Fig. 1: routed metal per tile
Bar = 20 um. 17 x 17 tiles, from dark blue (low) to red (high), scaled to the fullest tile. Values are wire area over tile area, all layers added.
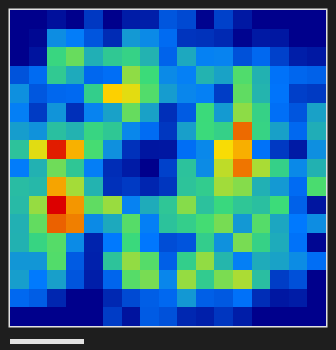
Fig. 2: met3 routing
Bar = 20 um.
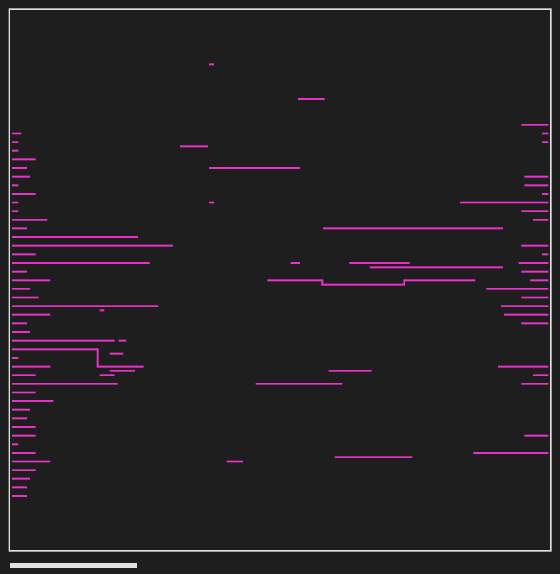
Design hazard_ctrl, sky130hd; sources not shown.
==> GITHUB_STEP_SUMMARY <==
## Synthesis and layout report

| Metric | Value |
|---|---|
| Root Driver | `clkbuf_8` |
| First-pass GRT wire length | `around 11000 um` |
| Worst-margin pin slew | `around 0.69 ns` |
| Total power | `1.142 mW` |
| Dominant comb cell | `simple AND/OR/NAND/NOR gates` |
| Post-synth top cells | `dfrtp_1 (53), xnor2_1 (47), nand2_1 (22)` |
| Complex Gates by Area | `between 6 and 7%` |
| Endpoints failing hold | `0` |
| Fin. max-slew vios | `0` |
| Routed length on met3 | `about 510 um` |
| Register area | `1326 um2` |
| Fin crit share | `83.95%` |
| RSZ-0062 raised after global routing | `false` |
| Mapped Cells | `297` |
| Top Layout Cells | `clkdlybuf4s50_1 (90), dfrtp_1 (53), xnor2_1 (47)` |
| Clock network power share | `21.5%` |
| P_clk | `approximately 0.25 mW` |
| Comb/total area | `a little under two fifths` |
| CLK BUF | `6` |
| CTS tree | `done` |
| M1 WL | `between 2000 and 3000 um` |
| Synth warnings | `0` |
| Post-CTS Setup Repair Bufs | `0` |
| Int Pwr | `about 0.76 mW` |
| Flop share of the area | `approximately 33%` |
| Combinational share of power | `between 30% and 40%` |
| Final clock-cell share | `2.387%` |
| CP bufs+invs | `2` |
| Synth top area share | `between 40 and 50%` |
| Unique cell type count in the Yosys netlist | `46` |
| Seq cells post-synth | `roughly 53` |
| Sequential fraction of the synthesis area | `between 40% and 50%` |
| Synth Net Count | `between 300 and 400` |
| Rel. slew slack | `between 50% and 60%` |
| Area Growth Syn to Fin | `36.46%` |
| Die area | `a little over 7000 um2` |
| Max reg flops | `32` |
| Pre-Place Util | `46.58%` |
| Seq cells | `around 53` |
| Layout net count | `429` |
| TNS Setup | `0 ns` |
| Post-synth mux share | `roughly 1.5%` |
| Routability cong. | `approximately 0.87` |
| Pwr top | `sequential cells` |
| Hold depth | `1` |
| Final worst path period need | `about 4.3 ns` |
| Crit path DRT | `3.93 ns` |
| Most used cell, CP | `clkdlybuf4s50_1` |
| Power Combinational | `about 0.36 mW` |
| Met1 usage | `around 25%` |
| Synth area leader | `dfrtp_1` |
| Kind of critical path | `input port to primary output` |
| XORs/XNORs by Area | `around a fifth` |
| Filler Cell Count | `530` |
| Crit path depth | `5` |
| Critical path cell sequence | `clkdlybuf4s50_1 -> or4_1 -> o311ai_0 -> nor3_1 -> clkdlybuf4s50_1` |
| Placement row count | `29` |
| Comb_multi_in | `between 200 and 250` |
| Critical Path Slowest Stage Cell | `or4_1` |
| Insertion Delay late pin | `0.30 ns` |
| Post-Syn Area | `2958 um2` |
| Num ports | `around 91` |
| CP startpoint kind | `input port` |
| Mapped Avg Cell Area | `9.959 um2` |
| OpenROAD warning count | `27` |
| GRT overflow | `0` |
| Peak supply drop | `about 0.25 mV` |
| Ys cells | `roughly 300` |
| PortBufs | `90` |
| Max Fanout on Critical Path | `3` |
| Vias per cell | `between 5 and 6` |
| Adder-cell share of the synthesized area | `1.692%` |
| Initial antenna violation count | `0` |
| Count of non-CTS buffers in the layout | `around 90` |
| Post-DP HPWL | `5290 um` |
| Final ANT Viol Nets | `0` |
| Sw Ratio | `between 30% and 40%` |
| Power share of the sequential group | `between 40% and 50%` |
| Setup WS post-layout | `between 0.8 and 0.9 ns` |
| CTS H-tree depth | `2` |
| Pre-CTS setup slack | `~0.8 ns` |
| Largest net degree at the start of global routing | `29` |
| Worst-path clk slew | `around 0.08 ns` |
| Chip Area, Yosys | `approximately 3000 um2` |
| Area after DPL | `between 3000 and 4000 um2` |
| Num Clock Sinks | `53` |
| MaxCap Viol Count | `0` |
| Fmax | `about 230 MHz` |
| Final core occ | `between 60% and 70%` |
| Cell Count Post-Placement | `roughly 460` |
| Met2 Use GR | `about a third` |
| EDFF count, synth | `0` |
| Post-CTS Hold Fix Bufs | `0` |
| CP Capture Type | `primary output` |
| Final setup viols | `0` |
| Post-route insts no fill | `approximately 470` |
| Status | `complete, no violations` |
| DR iter-0 viols | `88` |
| DR pass1 iterations | `4` |
| DR top layer | `met4` |
| FF-to-FF setup slack | `about 2.4 ns` |
| Power Dens Cells | `between 200 and 300 nW/um2` |
Notes on Fig. 1 above:
17% of the tiles are over half the peak. The emptiest ninth of the die: top right. The densest ninth of the die: left middle. The mean over all tiles is 0.15. 10% of the tiles are nearly empty. The fullest tile reaches 0.50.
Total GRT Usage: 19.40%
Routed WL: 6797 um
routed via count: 2569
routed len/inst: 14.52 um

Notes on Fig. 2 above:
80 nets have wire on it. The layer carries 513 um of wire. The wires run mostly horizontal.
met3 Track Usage GR: 5.156%

No activity file was given, so power comes from the tool's default toggle rates.
